File: config.mk
export PLATFORM = sky130hd
export DESIGN_NAME = l2_port_arbiter_flat
export DESIGN_NICKNAME = d
export VERILOG_FILES = /design/src/rtl/l2_port_arbiter_if.sv /design/src/rtl/l2_port_arbiter.sv /design/src/flat_wrapper.sv
export SDC_FILE = /design/constraint.sdc
export NUM_CORES = 1
export LEC_CHECK = 0
export CAP_MARGIN = 20
export CORE_AREA = 4 4 361 363
export DETAILED_ROUTE_END_ITERATION = 6
export DIE_AREA = 0 0 365 367
export PLACE_DENSITY_LB_ADDON = 0.05
export SYNTH_ARGS = -nofsm -noshare
export SYNTH_HDL_FRONTEND = slang
export SYNTH_SLANG_ARGS = --single-unit
File: constraint.sdc
create_clock -name clock -period 4.3 [get_ports clock]
set_input_delay 0.43 -clock clock [delete_from_list [all_inputs] [get_ports clock]]
set_output_delay 0.43 -clock clock [all_outputs]
set_load 0.01 [all_outputs]
File: src/rtl/l2_port_arbiter_if.sv
// Bus bundle between the two L1 miss-fetch FSMs, the L2 port arbiter and
// the single-ported L2. Port 0 is the I-cache, port 1 is the D-cache.
// The arbiter connects through the slave modport; the environment (caches
// plus L2) connects through the master modport.
interface l2_port_arbiter_if #(
   parameter int unsigned BLOCKS = 4
);
   localparam int unsigned BW = BLOCKS * 32;

   // cache port 0 (I-cache)
   logic          p0_req;
   logic          p0_we;
   logic [31:0]   p0_addr;
   logic [BW-1:0] p0_write_block;
   logic [BW-1:0] p0_read_block;
   logic          p0_miss;

   // cache port 1 (D-cache)
   logic          p1_req;
   logic          p1_we;
   logic [31:0]   p1_addr;
   logic [BW-1:0] p1_write_block;
   logic [BW-1:0] p1_read_block;
   logic          p1_miss;

   // shared L2 side
   logic          l2_req;
   logic          l2_we;
   logic [31:0]   l2_addr;
   logic [BW-1:0] l2_write_block;
   logic [BW-1:0] l2_read_block;
   logic          l2_miss;

   modport slave (
      input  p0_req, p0_we, p0_addr, p0_write_block,
      output p0_read_block, p0_miss,
      input  p1_req, p1_we, p1_addr, p1_write_block,
      output p1_read_block, p1_miss,
      output l2_req, l2_we, l2_addr, l2_write_block,
      input  l2_read_block, l2_miss
   );

   modport master (
      output p0_req, p0_we, p0_addr, p0_write_block,
      input  p0_read_block, p0_miss,
      output p1_req, p1_we, p1_addr, p1_write_block,
      input  p1_read_block, p1_miss,
      input  l2_req, l2_we, l2_addr, l2_write_block,
      output l2_read_block, l2_miss
   );
endinterface

File: src/rtl/l2_port_arbiter.sv
// Two-port arbiter for the single-ported L2. One cache port owns the L2
// for its whole miss sequence (optional write-back, then fill); ownership
// ends when that port drops its request. Grants are registered, so going
// from IDLE to a grant costs one cycle; a release with the other port
// waiting hands over directly without passing through IDLE.
// Optional macro L2_ARB_ROUND_ROBIN_EN: tie between the ports goes to the
// port not granted last. Without it, port 1 (D-cache) wins every tie.
// Per-port saturating counters report cycles spent requesting without
// holding the grant.
module l2_port_arbiter #(
   parameter int unsigned BLOCKS = 4,
   parameter int unsigned CNT_W  = 32
) (
   input  logic             clock,
   input  logic             reset,
   l2_port_arbiter_if.slave bus,
   output logic [CNT_W-1:0] p0_wait_cnt,
   output logic [CNT_W-1:0] p1_wait_cnt
);

   typedef enum logic [1:0] {
      IDLE = 2'd0,
      GNT0 = 2'd1,
      GNT1 = 2'd2
   } state_t;

   state_t state;
   state_t state_nxt;
   logic   tie_to_p1;

`ifdef L2_ARB_ROUND_ROBIN_EN
   logic last_gnt;
   logic last_gnt_nxt;

   // Pointer tracks which port received the most recent new grant.
   always_ff @(posedge clock or negedge reset) begin
      if (!reset) begin
         last_gnt <= 1'b0;
      end else begin
         last_gnt <= last_gnt_nxt;
      end
   end

   // Every entry into a grant state (from IDLE or by handoff) moves the pointer.
   always_comb begin
      last_gnt_nxt = last_gnt;
      if (state_nxt != state && state_nxt != IDLE) begin
         last_gnt_nxt = (state_nxt == GNT1);
      end
   end

   // A tie goes to the port that was not granted last.
   always_comb begin
      tie_to_p1 = ~last_gnt;
   end
`else
   // Fixed priority: the D-cache wins every tie.
   always_comb begin
      tie_to_p1 = 1'b1;
   end
`endif

   // Grant state register.
   always_ff @(posedge clock or negedge reset) begin
      if (!reset) begin
         state <= IDLE;
      end else begin
         state <= state_nxt;
      end
   end

   // Next grant: arbitrate in IDLE, hold while the owner requests, hand off on release.
   always_comb begin
      state_nxt = state;
      unique case (state)
         IDLE: begin
            if (bus.p0_req && bus.p1_req) begin
               state_nxt = tie_to_p1 ? GNT1 : GNT0;
            end else if (bus.p1_req) begin
               state_nxt = GNT1;
            end else if (bus.p0_req) begin
               state_nxt = GNT0;
            end
         end
         GNT0: begin
            if (!bus.p0_req) begin
               state_nxt = bus.p1_req ? GNT1 : IDLE;
            end
         end
         GNT1: begin
            if (!bus.p1_req) begin
               state_nxt = bus.p0_req ? GNT0 : IDLE;
            end
         end
         default: state_nxt = IDLE;
      endcase
   end

   // Steer the owning port onto the L2 and return L2 status/data to it only.
   // l2_req follows the owner's req, so it is already low in the release cycle.
   always_comb begin
      bus.l2_req         = 1'b0;
      bus.l2_we          = 1'b0;
      bus.l2_addr        = '0;
      bus.l2_write_block = '0;
      bus.p0_miss        = bus.p0_req;
      bus.p1_miss        = bus.p1_req;
      bus.p0_read_block  = '0;
      bus.p1_read_block  = '0;
      unique case (state)
         GNT0: begin
            bus.l2_req         = bus.p0_req;
            bus.l2_we          = bus.p0_we;
            bus.l2_addr        = bus.p0_addr;
            bus.l2_write_block = bus.p0_write_block;
            bus.p0_miss        = bus.l2_miss;
            bus.p0_read_block  = bus.l2_read_block;
            bus.p1_miss        = 1'b1;
         end
         GNT1: begin
            bus.l2_req         = bus.p1_req;
            bus.l2_we          = bus.p1_we;
            bus.l2_addr        = bus.p1_addr;
            bus.l2_write_block = bus.p1_write_block;
            bus.p1_miss        = bus.l2_miss;
            bus.p1_read_block  = bus.l2_read_block;
            bus.p0_miss        = 1'b1;
         end
         default: begin
         end
      endcase
   end

   // Port 0 wait counter: counts requesting-but-not-granted cycles, sticks at all-ones.
   always_ff @(posedge clock or negedge reset) begin
      if (!reset) begin
         p0_wait_cnt <= '0;
      end else if (bus.p0_req && state != GNT0 && p0_wait_cnt != '1) begin
         p0_wait_cnt <= p0_wait_cnt + CNT_W'(1);
      end
   end

   // Port 1 wait counter: counts requesting-but-not-granted cycles, sticks at all-ones.
   always_ff @(posedge clock or negedge reset) begin
      if (!reset) begin
         p1_wait_cnt <= '0;
      end else if (bus.p1_req && state != GNT1 && p1_wait_cnt != '1) begin
         p1_wait_cnt <= p1_wait_cnt + CNT_W'(1);
      end
   end

endmodule

File: src/flat_wrapper.sv
// flat-port wrapper written by rule: the top's interface ports become plain ports
module l2_port_arbiter_flat 
#(
   parameter int unsigned BLOCKS = 4,
   parameter int unsigned CNT_W  = 32
)
  (clock, reset, p0_wait_cnt, p1_wait_cnt, bus_p0_req, bus_p0_we, bus_p0_addr, bus_p0_write_block, bus_p0_read_block, bus_p0_miss, bus_p1_req, bus_p1_we, bus_p1_addr, bus_p1_write_block, bus_p1_read_block, bus_p1_miss, bus_l2_req, bus_l2_we, bus_l2_addr, bus_l2_write_block, bus_l2_read_block, bus_l2_miss);
  l2_port_arbiter_if #(.BLOCKS(BLOCKS)) bus_i ();
  input  logic clock;
  input  logic reset;
  output logic [CNT_W-1:0] p0_wait_cnt;
  output logic [CNT_W-1:0] p1_wait_cnt;
  input wire logic [$bits(bus_i.p0_req)-1:0] bus_p0_req;
  input wire logic [$bits(bus_i.p0_we)-1:0] bus_p0_we;
  input wire logic [$bits(bus_i.p0_addr)-1:0] bus_p0_addr;
  input wire logic [$bits(bus_i.p0_write_block)-1:0] bus_p0_write_block;
  output wire logic [$bits(bus_i.p0_read_block)-1:0] bus_p0_read_block;
  output wire logic [$bits(bus_i.p0_miss)-1:0] bus_p0_miss;
  input wire logic [$bits(bus_i.p1_req)-1:0] bus_p1_req;
  input wire logic [$bits(bus_i.p1_we)-1:0] bus_p1_we;
  input wire logic [$bits(bus_i.p1_addr)-1:0] bus_p1_addr;
  input wire logic [$bits(bus_i.p1_write_block)-1:0] bus_p1_write_block;
  output wire logic [$bits(bus_i.p1_read_block)-1:0] bus_p1_read_block;
  output wire logic [$bits(bus_i.p1_miss)-1:0] bus_p1_miss;
  output wire logic [$bits(bus_i.l2_req)-1:0] bus_l2_req;
  output wire logic [$bits(bus_i.l2_we)-1:0] bus_l2_we;
  output wire logic [$bits(bus_i.l2_addr)-1:0] bus_l2_addr;
  output wire logic [$bits(bus_i.l2_write_block)-1:0] bus_l2_write_block;
  input wire logic [$bits(bus_i.l2_read_block)-1:0] bus_l2_read_block;
  input wire logic [$bits(bus_i.l2_miss)-1:0] bus_l2_miss;
  assign bus_i.p0_req = bus_p0_req;
  assign bus_i.p0_we = bus_p0_we;
  assign bus_i.p0_addr = bus_p0_addr;
  assign bus_i.p0_write_block = bus_p0_write_block;
  assign bus_p0_read_block = bus_i.p0_read_block;
  assign bus_p0_miss = bus_i.p0_miss;
  assign bus_i.p1_req = bus_p1_req;
  assign bus_i.p1_we = bus_p1_we;
  assign bus_i.p1_addr = bus_p1_addr;
  assign bus_i.p1_write_block = bus_p1_write_block;
  assign bus_p1_read_block = bus_i.p1_read_block;
  assign bus_p1_miss = bus_i.p1_miss;
  assign bus_l2_req = bus_i.l2_req;
  assign bus_l2_we = bus_i.l2_we;
  assign bus_l2_addr = bus_i.l2_addr;
  assign bus_l2_write_block = bus_i.l2_write_block;
  assign bus_i.l2_read_block = bus_l2_read_block;
  assign bus_i.l2_miss = bus_l2_miss;
  l2_port_arbiter #(.BLOCKS(BLOCKS), .CNT_W(CNT_W)) u_core (.clock(clock), .reset(reset), .bus(bus_i), .p0_wait_cnt(p0_wait_cnt), .p1_wait_cnt(p1_wait_cnt));
endmodule
Run 1, metal layers overlaid:
Scale bar: 100 microns. Two of the layers only.
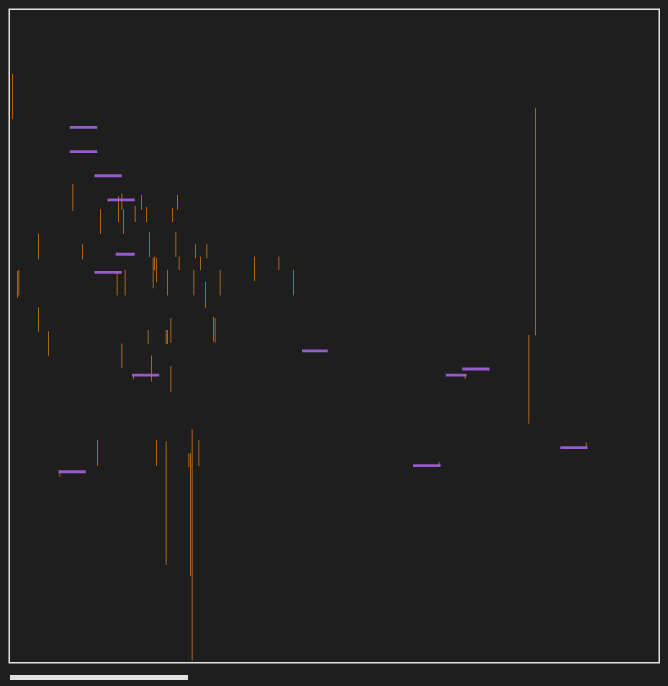
| color | layer | wire length |
|---|---|---|
| orange | met4 | 1,040 microns |
| purple | met5 | 170 microns |
wire per inst: 28.90 microns
Detailed Route WL: 102.6 mm
Total GRT Usage: 0.1465
via count: 11.32k

Run 1, wire density map:
36 x 37 tiles, from white (low) to dark blue (high), scaled to the fullest tile. Values are wire area over tile area, all layers added.
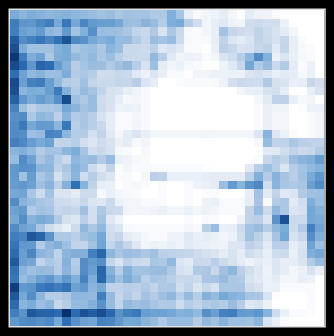
fullest tile: 0.47
nearly empty tiles: 14%
mean over tiles: 0.13
emptiest ninth of the die: center
tiles over half the peak: 16%

Run 1, zoomed window:
Scale bar: 5 microns. Window x 264 to 284, y 265 to 285 microns. Cells in gray, sequential cells in the stronger gray; small squares are vias.
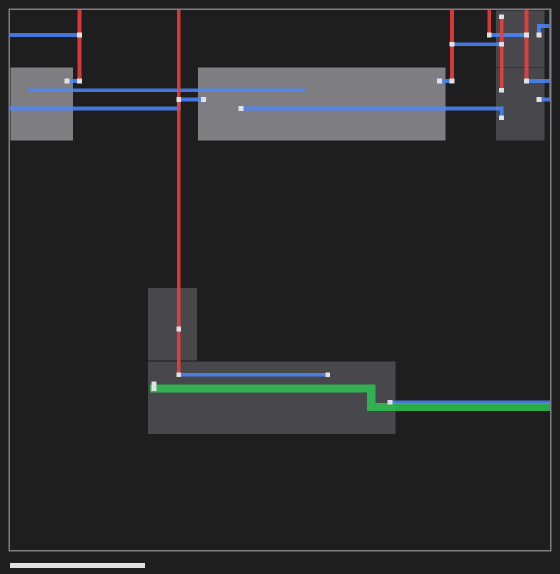
| color | layer |
|---|---|
| green | met3 |
| blue | met1 |
| red | met2 |
most frequent: a21oi_1 (2)
netlist names of flops here include: u_core.p1_wait_cnt (1)
sequential cells in the window: 1
cells with their middle in the window: 5

Run 1, routing congestion:
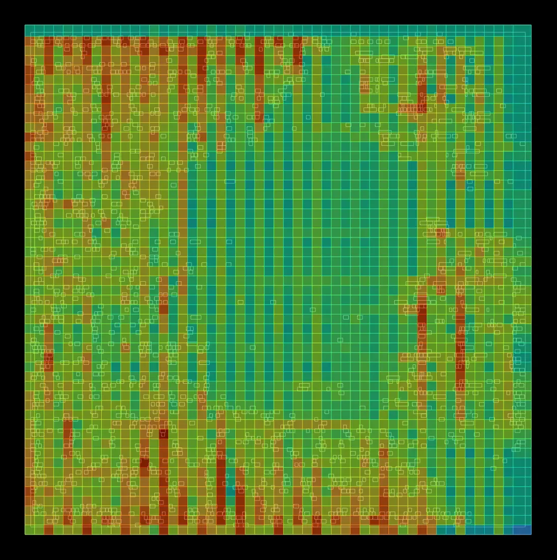
grt peak-use layer: met2
met3 Usage GRT: 0.06452

==> notes.md, run 1 <==
flow finished, numbers: Detailed Route Iter0 Violations 512, R2R Setup Slk 1.41 ns, post-synthesis cell area 0.007423 sq mm, MaxCap Viol Count 0, Crit Path Max Fanout 93, most instantiated cells after synthesis and2_1 (259), nor2b_1 (163), a22oi_1 (162), total grt overflow 0, top cells, area dfrtp_1 (22%), and2_1 (22%), a22oi_1 (16%), YS chip area between 0.007 and 0.008 sq mm, port buffer count 938, GPL Wtd Cong between 0.8 and 0.9, prevailing post-synth register cell dfrtp_1, DRT antenna net count 0, Fmax ~280 MHz, storage element area 0.001652 sq mm, FF-to-FF End u_core.p1_wait_cnt[25], CP peak stage delay 0.72 ns, cycle use final 0.8402, Top Ports about 940, Reg2Reg Depth 8, Hold Path Class input port to async pin, outcome finished, final reports clean, largest area contributor in the netlist dfrtp_1, Die Height 367 microns, crit path DAT 3.18 ns, clk_lat worst skew between 0.3 and 0.4 ns, Logic area 0.005456 sq mm, Num CTS Buffers 9, std cell rows 131, DRT Pass-1 Iters 5, syn avg cell area around 7.6 sq um, EDFF count, synth 0, Post-DP Area 0.01888 sq mm, Max H-tree Level 3, vias per cell 3.189, Log Warnings 29, Seq share, synth 0.2225, Clock transition at path regs 0.06 ns, CP Cell Sequence inv_1 > ha_4 > buf_12 > a22oi_1 > nor2b_1 > clkdlybuf4s50_1, number of global-route vias before repair 11.84k, Core Area 0.1270 sq mm, clock sinks 66, Post-CTS Resized 0, DIE WIDTH 365 microns, design area about 0.019 sq mm, leakage power 0.006445 uW, CTS tree built, Max Root-Sink Buffers 2, most common logic cells in the final layout clkdlybuf4s50_1 (937), and2_1 (259), nor2b_1 (163), cell count after synthesis 974
run 1: layer usage:
metal / part of all wire / vias up
li1: - / 5164
met1: 0.37 / 5407
met2: 0.52 / 582
met3: 0.097 / 137
met4: 0.010 / 26
met5: 0.0017 / -
run 1: where the power goes:
| part | switching [uW] | total (uW) | internal [uW] |
|---|---|---|---|
| combinational | 3810 | 7370 | 3570 |
| clock | 296 | 757 | 460 |
| sequential | 107 | 802 | 695 |
run 1: metrics by stage:
step	hold slack, ns	cells	setup WS [ns]	power (uW)
after detailed placement	0.4929	3509	0.9947	8399
after global placement	0.4897	3509	0.9667	8494
final	0.1865	3549	0.6873	8932
after CTS	0.2093	3524	0.5695	9238
after global routing	0.2381	3527	0.5203	9568
after floorplan	0.1344	974	2.189	3714
run 1: kinds of logic (layout without fill, tap and decap cells):
logic type               after synthesis  in the layout  synth area share
AND/OR/NAND/NOR                      565            565            0.4657
AND-OR/OR-AND                        180            180            0.1795
buffers and inverters                 95            983           0.04837
flip-flops                            66             66            0.2225
XOR/XNOR                              60             60           0.07079
adder cells (fa/ha/maj)                6              6           0.01011
multiplexers                           2              2          0.003034
other                                  0             25                 0
run 1: worst max path at each step:
stage | to | slack [ns] | depth (start not counted)
after detailed placement | bus_l2_write_block[115] | 0.99 | 6
after CTS | bus_l2_write_block[115] | 0.57 | 6
after global routing | bus_l2_write_block[67] | 0.52 | 7
final | bus_l2_write_block[95] | 0.69 | 6
after global placement | bus_l2_write_block[115] | 0.97 | 6
after floorplan | u_core.p0_wait_cnt[27] | 2.19 | 9
run 1: cell type report:
type                            count  area share
Timing Repair Buffer              959      0.5022
Clock buffer                       12     0.01282
Antenna cell                       25    0.003254
Clock inverter                      3    0.002083
Sequential cell                    66     0.08591
Inverter                            9    0.001757
Tap cell                         1662      0.1082
Multi-Input combinational cell    813      0.2838
==> run 1 -> run 2 <==
--- a/config.mk
+++ b/config.mk
@@ -6,9 +6,9 @@
 export NUM_CORES = 1
 export LEC_CHECK = 0
 export CAP_MARGIN = 20
-export CORE_AREA = 4 4 361 363
+export CORE_AREA = 4 4 363 365
 export DETAILED_ROUTE_END_ITERATION = 6
-export DIE_AREA = 0 0 365 367
+export DIE_AREA = 0 0 367 369
 export PLACE_DENSITY_LB_ADDON = 0.05
 export SYNTH_ARGS = -nofsm -noshare
 export SYNTH_HDL_FRONTEND = slang
==> constraint.sdc (replaced) <==
create_clock -name clock -period 3.6 [get_ports clock]
set_input_delay 0.36 -clock clock [delete_from_list [all_inputs] [get_ports clock]]
set_output_delay 0.36 -clock clock [all_outputs]
set_load 0.01 [all_outputs]
==> run 2 against run 1 <==
Effect of this change: cell area grew 1.1%; clock skew is essentially flat; sequential share of layout area shrank 0.093 points; combinational power grew about 20%; synthesized cell count is the same; hold slack lost 0.029 ns; highest routed layer unchanged; synthesized area is the same; via count shrank 0.67%; core utilization is essentially flat.
==> notes.md, run 2 <==
flow finished, numbers: outcome finished, final reports clean, Adder Area Share 0.01011 (unchanged), cell count after synthesis 974 (unchanged), top cells, area dfrtp_1 (22%), and2_1 (22%), a22oi_1 (16%), Reg2Reg Depth 8 (unchanged), GPL Wtd Cong 0.8245 (-4.2%), EDFF count, synth 0 (unchanged), Net Sw Frac 0.4566 (-0.01474), CP peak stage delay 0.55 ns (-0.17 ns), clock buffers 11 (-1), Compound-Gate Fraction of Synth Area 0.1795 (unchanged), Dominant comb cell simple AND/OR/NAND/NOR gates, Layout non-clock buf frac 0.5033 (+0.001104), Setup WS post-layout 0.3763 ns (-0.3110 ns), Max Root-Sink Buffers 2 (unchanged), diodes inserted 28 (+12%), Log Warnings 29 (unchanged), Final Instance Count excl. Fillers 3,578 (+0.82%), clk_lat worst skew 0.36 ns (about the same), largest area contributor in the netlist dfrtp_1
[run 2: cell types whose count changed in the layout (fill, tap and decap cells not counted)]
cell,delta
clkbuf_8,+1
a31oi_2,-1
bufinv_16,+2
buf_4,+9
clkbuf_1,-2
diode_2,+3
buf_12,+3
a31oi_1,+1
[run 2: worst max-delay path by stage]
| stage | slack, ns | startpoint | end | depth (start not counted) |
|---|---|---|---|---|
| 2_1_floorplan | 1.49 | u_core.state[1] | u_core.p0_wait_cnt[27] | 9 |
| 3_3_place_gp | 0.67 | u_core.state[0] | bus_l2_write_block[114] | 6 |
| 3_5_place_dp | 0.69 | u_core.state[0] | bus_l2_write_block[114] | 6 |
| 4_1_cts | 0.27 | u_core.state[0] | bus_l2_write_block[114] | 6 |
| 5_1_grt | 0.17 | u_core.state[1] | bus_l2_write_block[109] | 7 |
| 6_report | 0.38 | u_core.state[1] | bus_l2_write_block[109] | 7 |
[run 2: cells by family after synthesis]
kind of cell	Yosys count
compound gates	180
xor+xnor	60
fa+ha+maj	6
buf+inv	95
flops	66
mux	2
simple gates	565
[run 2: routing by layer]
metal  track usage  vias up
li1              -     5190
met3       0.05996      134
met5             0        -
met4       0.01044       34
met2        0.2741      530
met1        0.1446     5352
[run 2: power by group through the flow]
stage / clock (uW) / sequential [uW] / combinational (uW)
2_1_floorplan: 0 / 969 / 3470
3_3_place_gp: 0 / 977 / 9250
3_5_place_dp: 0 / 979 / 9130
4_1_cts: 1140 / 966 / 9190
5_1_grt: 1150 / 984 / 9510
6_report: 1090 / 964 / 8850
[run 2: critical path, delay by kind of cell (launching register included)]
kind / cells / cell delay (ns)
AND-OR/OR-AND: 1 / 0.09
buffers and inverters: 4 / 1.29
adder cells (fa/ha/maj): 1 / 0.47
flip-flops: 1 / 0.44
AND/OR/NAND/NOR: 1 / 0.14
Run 2, routing congestion:
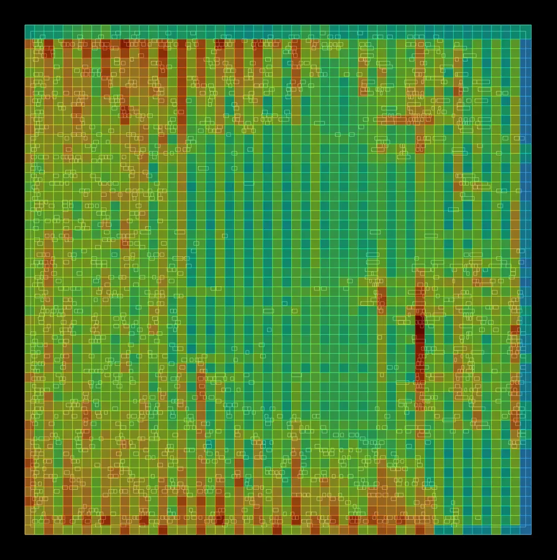
GRT met1 Usage: 0.1446
final core occ: 0.1509
met2 usage: 0.2741
met3 Usage GRT: 0.05996

Run 2, metal layers overlaid:
Scale bar: 100 microns. Two of the layers only.
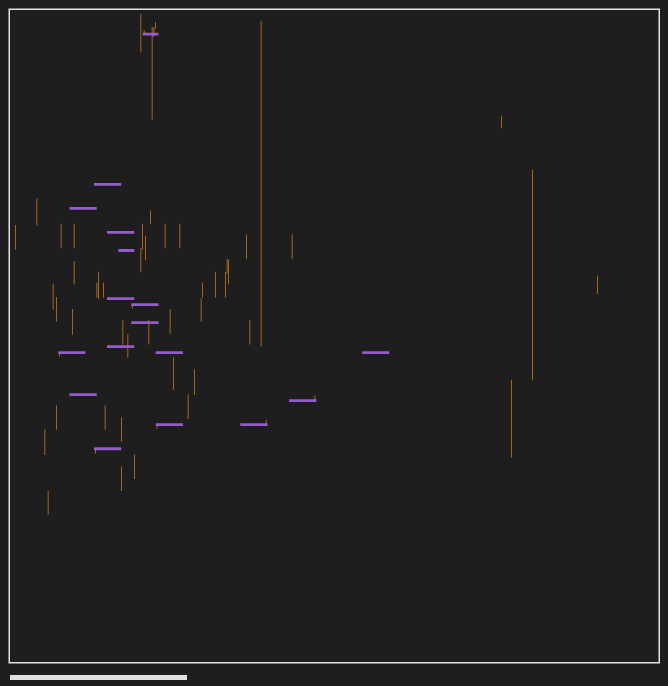
| color | layer | wire length |
|---|---|---|
| purple | met5 | 222 microns |
| orange | met4 | 994 microns |
wire per inst: 28.08 microns
Detailed Route WL: 100.5 mm
via count: 11.24k

No activity file was given, so power comes from the tool's default toggle rates.
